==> run_1/logic_types.png <==
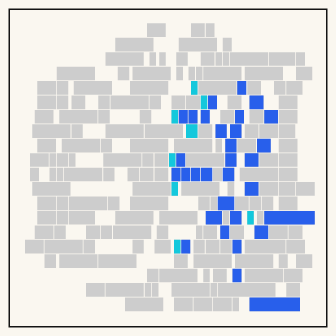
==> run_1/clocks.png <==
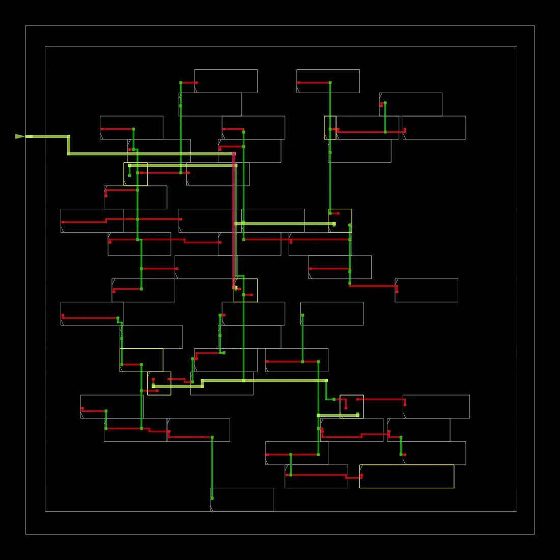
==> run_1/layer_met2.png <==
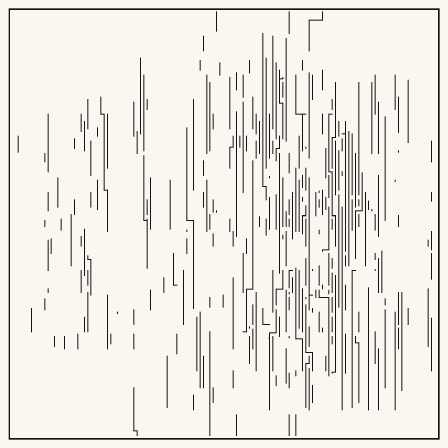
Design pic_irr_gen, sky130hd; sources not shown.
==> results.json, run 1 <==
{
  "status": "completed",
  "fp_nets": 168,
  "place_inst": 218,
  "drive_gt1_frac": 0.1457,
  "wl_met1_mm": 1.239,
  "cp_num_buf_inv": 1,
  "criticalPathCategory": "in2reg",
  "mux_share": 0,
  "ctsHoldBuffers": 0,
  "warnings": 28,
  "inverters": 8,
  "pre_cts_slack_ns": -0.3866,
  "yosysUniqueCellTypes": 20,
  "ir_drop_mv": 0.6814,
  "design_area_mm2": 0.002008,
  "postSynthAreaPerCell_um2": 9.794,
  "core_mm2": 0.003003,
  "layout_min_cycle_time_ns": 1.284,
  "p_clk_frac": 0.352,
  "clkLatencyLatePin_ns": 0.33,
  "tap_cells": 33,
  "power_leader": "registers",
  "slowest_delay_ns": 0.34,
  "ys_area_mm2": 0.001420,
  "p_switching_uw": 464.5,
  "root_buffer": "clkbuf_4",
  "signal_buffers": 50,
  "required_ns": 1.53,
  "worst_pin_slew_ns": 0.3373,
  "grt_pass1_wl_mm": 4.471,
  "hold_violations": 0,
  "hold_depth": 2,
  "yosysSeqAreaShare": 0.5780,
  "flop_cell": "dfxtp_1",
  "p_total_uw": 2217,
  "power_frac_seq": 0.552,
  "topCombFamilyByArea": "simple AND/OR/NAND/NOR gates",
  "antenna_left": 0,
  "cap_violations": 0,
  "layout.nets": 221,
  "hold_path.class": "in2reg",
  "ys_ff": 41,
  "area_share_nonclk_buffers": 0.2255,
  "areaGrowthSynthToFinish_pct": 41.41,
  "sw_frac_of_total": 0.2095,
  "finalSetupTns_ns": 0,
  "drt_pass1_iterations": 5,
  "grt_use_total": 0.1718,
  "cts_resized": 26,
  "avgRoutedWirePerCell_um": 12.78
}
About logic_types.png:
family	color	cells
aoi and oai cells	blue	31
inv cells	cyan	8
Comb area share: 0.2860
Post-Layout Cell Count: 232
Top cell excl fill/tap: dfxtp_1

About clocks.png:
layout clock buffer count: 7
number of CTS-inserted buffers: 5
clock tree sinks: 41
sequential cell count: 41

About layer_met2.png:
nets with wire on the layer	184
longest straight run	28.2 µm
share of all routed wire	47%
WL final: 2.964 mm
GRT met2 Usage: 0.2810
DR vias: 1196

==> run 2: changes to the inputs <==
--- a/config.mk
+++ b/config.mk
@@ -5,12 +5,14 @@
 export SDC_FILE = /design/constraint.sdc
 export NUM_CORES = 1
 export LEC_CHECK = 0
+export ABC_AREA = 1
 export CAP_MARGIN = 30
 export CORE_MARGIN = 2
-export CORE_UTILIZATION = 46
+export CORE_UTILIZATION = 43
 export CTS_CLUSTER_SIZE = 20
 export DETAILED_ROUTE_END_ITERATION = 8
-export PLACE_DENSITY = 0.79
+export GPL_ROUTABILITY_DRIVEN = 0
+export PLACE_DENSITY = 0.77
 export SETUP_SLACK_MARGIN = 0.1
 export SLEW_MARGIN = 20
 export SYNTH_ARGS = -nofsm -noshare
==> constraint.sdc (replaced) <==
create_clock -name clk -period 1.15 [get_ports clk]
set_clock_uncertainty 0.1 [all_clocks]
set_input_delay 0.1725 -clock clk [delete_from_list [all_inputs] [get_ports clk]]
set_output_delay 0.1725 -clock clk [all_outputs]
set_load 0.01 [all_outputs]
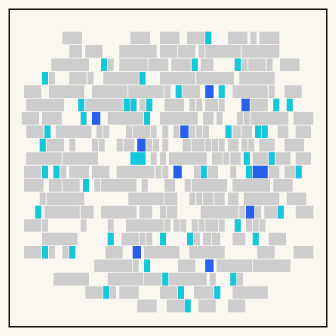
(run_2/logic_types.png)
family	color	cells
aoi and oai cells	blue	10
inv cells	cyan	46
Post-Layout Cell Count: 306
Comb area share: 0.2688
Top cell excl fill/tap: nand2_1

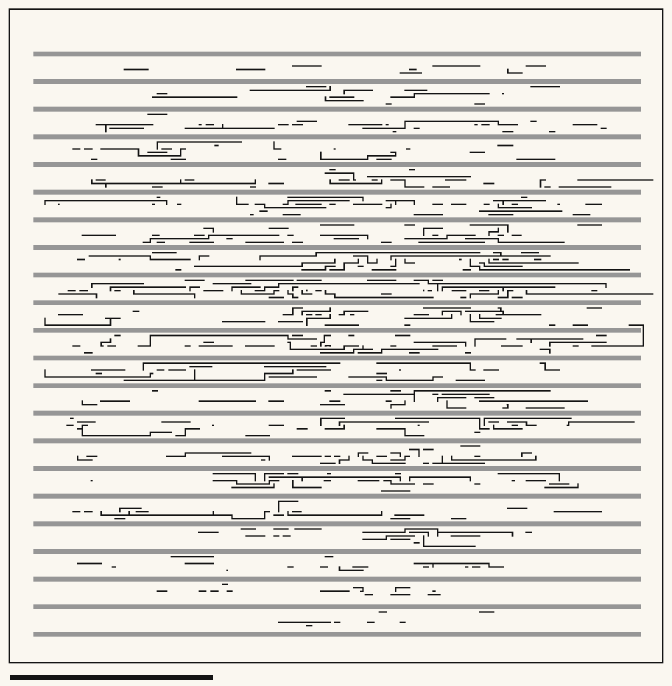
(run_2/layer_met1.png)
The bar under the picture is 20 µm long. Supply wires on this layer in gray.
share of all routed wire	41%
longest straight run	19.3 µm
WL final: 3.218 mm
DR vias: 1361
GRT met1 Usage: 0.1813

==> run 2 against run 1 <==
Against the previous run: synthesized cell count up 43%; total power rose by 12%; routed wire length is 8.6% higher; combinational power increased by 43%; final area grew 11%; critical path type is now reg2reg.
==> results.json, run 2 <==
{
  "place_inst": 294,
  "hold_violations": 0,
  "ys_ff": 41,
  "cts_buffers": 5,
  "topCombFamilyByArea": "simple AND/OR/NAND/NOR gates",
  "status": "completed",
  "ir_drop_mv": 1.003,
  "design_area_mm2": 0.002225,
  "slowest_delay_ns": 0.36,
  "warnings": 28,
  "drive_gt1_frac": 0.3462,
  "cp_num_buf_inv": 2,
  "yosys.area_share.xor_xnor": 0,
  "clkbuf_count": 6,
  "tap_cells": 46,
  "signal_buffers": 49,
  "areaGrowthSynthToFinish_pct": 42.93,
  "hold_depth": 3,
  "hold_path.class": "in2reg",
  "layout_min_cycle_time_ns": 1.099,
  "clkLatencyLatePin_ns": 0.35,
  "inverters": 46,
  "flop_cell": "dfxtp_1",
  "finalSetupTns_ns": 0,
  "p_clk_frac": 0.272,
  "pre_cts_slack_ns": -0.4637,
  "mux_share": 0,
  "avgRoutedWirePerCell_um": 10.52,
  "ys_area_mm2": 0.001556,
  "fp_nets": 231,
  "yosysUniqueCellTypes": 15,
  "sw_frac_of_total": 0.2470,
  "p_switching_uw": 611.6,
  "seq_cells": 41,
  "antenna_left": 0,
  "area_share_nonclk_buffers": 0.2238,
  "grt_use_total": 0.1678,
  "required_ns": 1.35,
  "yosysSeqAreaShare": 0.5273,
  "met2_usage": 0.2773,
  "criticalPathCategory": "reg2reg",
  "worst_pin_slew_ns": 0.2102,
  "cts.sinks": 41,
  "core_mm2": 0.003416,
  "drt_pass1_iterations": 4,
  "p_total_uw": 2477
}
==> run 3: changes to the inputs <==
--- a/config.mk
+++ b/config.mk
@@ -13,8 +13,10 @@
 export DETAILED_ROUTE_END_ITERATION = 8
 export GPL_ROUTABILITY_DRIVEN = 0
 export PLACE_DENSITY = 0.77
+export REMOVE_ABC_BUFFERS = 1
 export SETUP_SLACK_MARGIN = 0.1
 export SLEW_MARGIN = 20
 export SYNTH_ARGS = -nofsm -noshare
 export SYNTH_HDL_FRONTEND = slang
 export SYNTH_SLANG_ARGS = --single-unit
+export TNS_END_PERCENT = 100
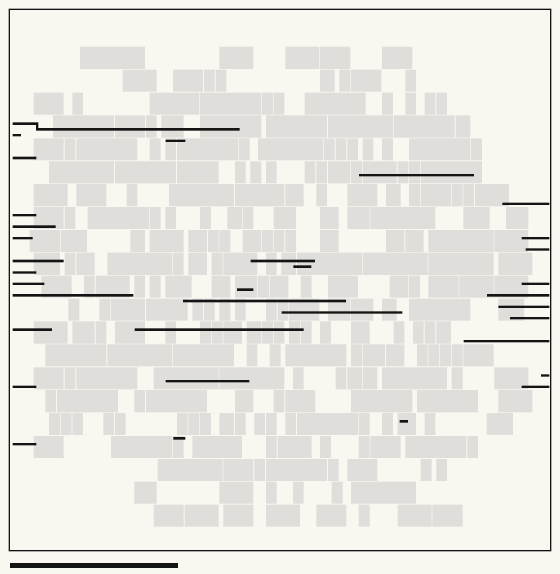
(run_3/layer_met3.png)
The bar under the picture is 20 µm long. Cells faint in the background.
share of all routed wire	6.7%
longest straight run	23.9 µm
nets with wire on the layer	30
WL final: 3.160 mm
met3 GRT Util: 0.04577
DR vias: 1353

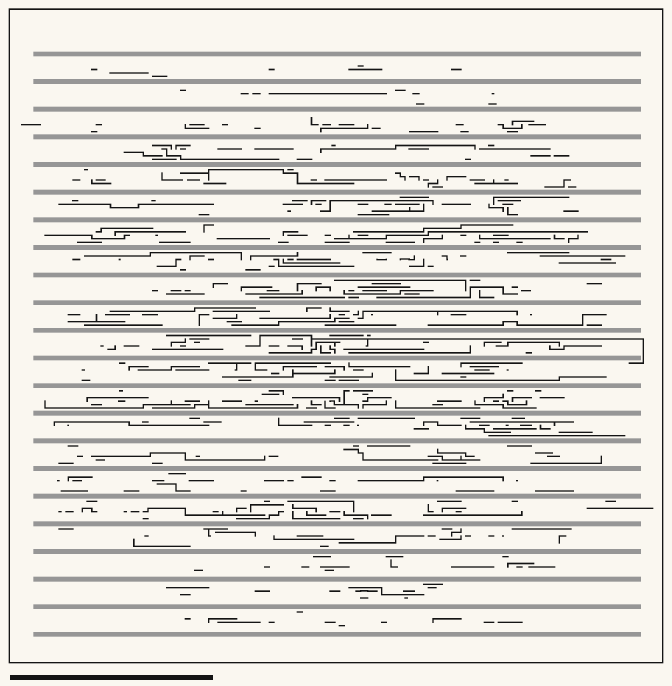
(run_3/layer_met1.png)
The bar under the picture is 20 µm long. Supply wires on this layer in gray.
wire length on this layer	1330 µm
longest straight run	32.7 µm
nets with wire on the layer	247
main direction	horizontal
share of all routed wire	42%
GRT met1 Usage: 0.1954

==> run 3 against run 2 <==
Against the previous run: sequential power hardly changed; worst hold slack better by 0.0070 ns; die area unchanged; via count decreased by 0.59%; total power grew 4.5%; sequential share of layout area shrank 0.67 points; global-route usage barely moved; first-iteration DRC count is 97% higher; synthesized cell count is the same; critical endpoint is now int_req$_SDFF_PP0_; largest cell class unchanged; largest power group unchanged.
==> results.json, run 3 <==
{
  "sh_comb_area": 0.2696,
  "criticalPathCategory": "reg2reg",
  "p_clk_frac": 0.302,
  "pre_cts_slack_ns": -0.4899,
  "inverters": 46,
  "cts.sinks": 41,
  "clkbuf_count": 7,
  "cp_num_buf_inv": 1,
  "ys_area_mm2": 0.001556,
  "p_leak_uw": 0.001040,
  "lay_top_count": "nand2_1",
  "p_switching_uw": 601.5,
  "yosysUniqueCellTypes": 15,
  "drive_gt1_frac": 0.3500,
  "layout_min_cycle_time_ns": 1.087,
  "drt_pass1_iterations": 4,
  "required_ns": 1.29,
  "met2_usage": 0.2734,
  "design_area_mm2": 0.002265,
  "place_inst": 294,
  "avgRoutedWirePerCell_um": 10.33,
  "core_mm2": 0.003416,
  "ir_drop_mv": 0.7994,
  "slowest_delay_ns": 0.34,
  "ys_ff": 41,
  "clkLatencyLatePin_ns": 0.34,
  "final_cells": 306,
  "hold_path.class": "in2reg",
  "area_share_nonclk_buffers": 0.2227,
  "finalSetupTns_ns": 0,
  "topCombFamilyByArea": "simple AND/OR/NAND/NOR gates",
  "p_total_uw": 2588,
  "flop_cell": "dfxtp_1",
  "areaGrowthSynthToFinish_pct": 45.50,
  "mux_share": 0,
  "grt_use_total": 0.1677,
  "signal_buffers": 49,
  "yosysSeqAreaShare": 0.5273,
  "yosys.area_share.xor_xnor": 0,
  "hold_violations": 0,
  "antenna_left": 0,
  "warnings": 27,
  "tap_cells": 46,
  "status": "completed",
  "fp.dieH_um": 64.17
}
No activity file was given, so power comes from the tool's default toggle rates.
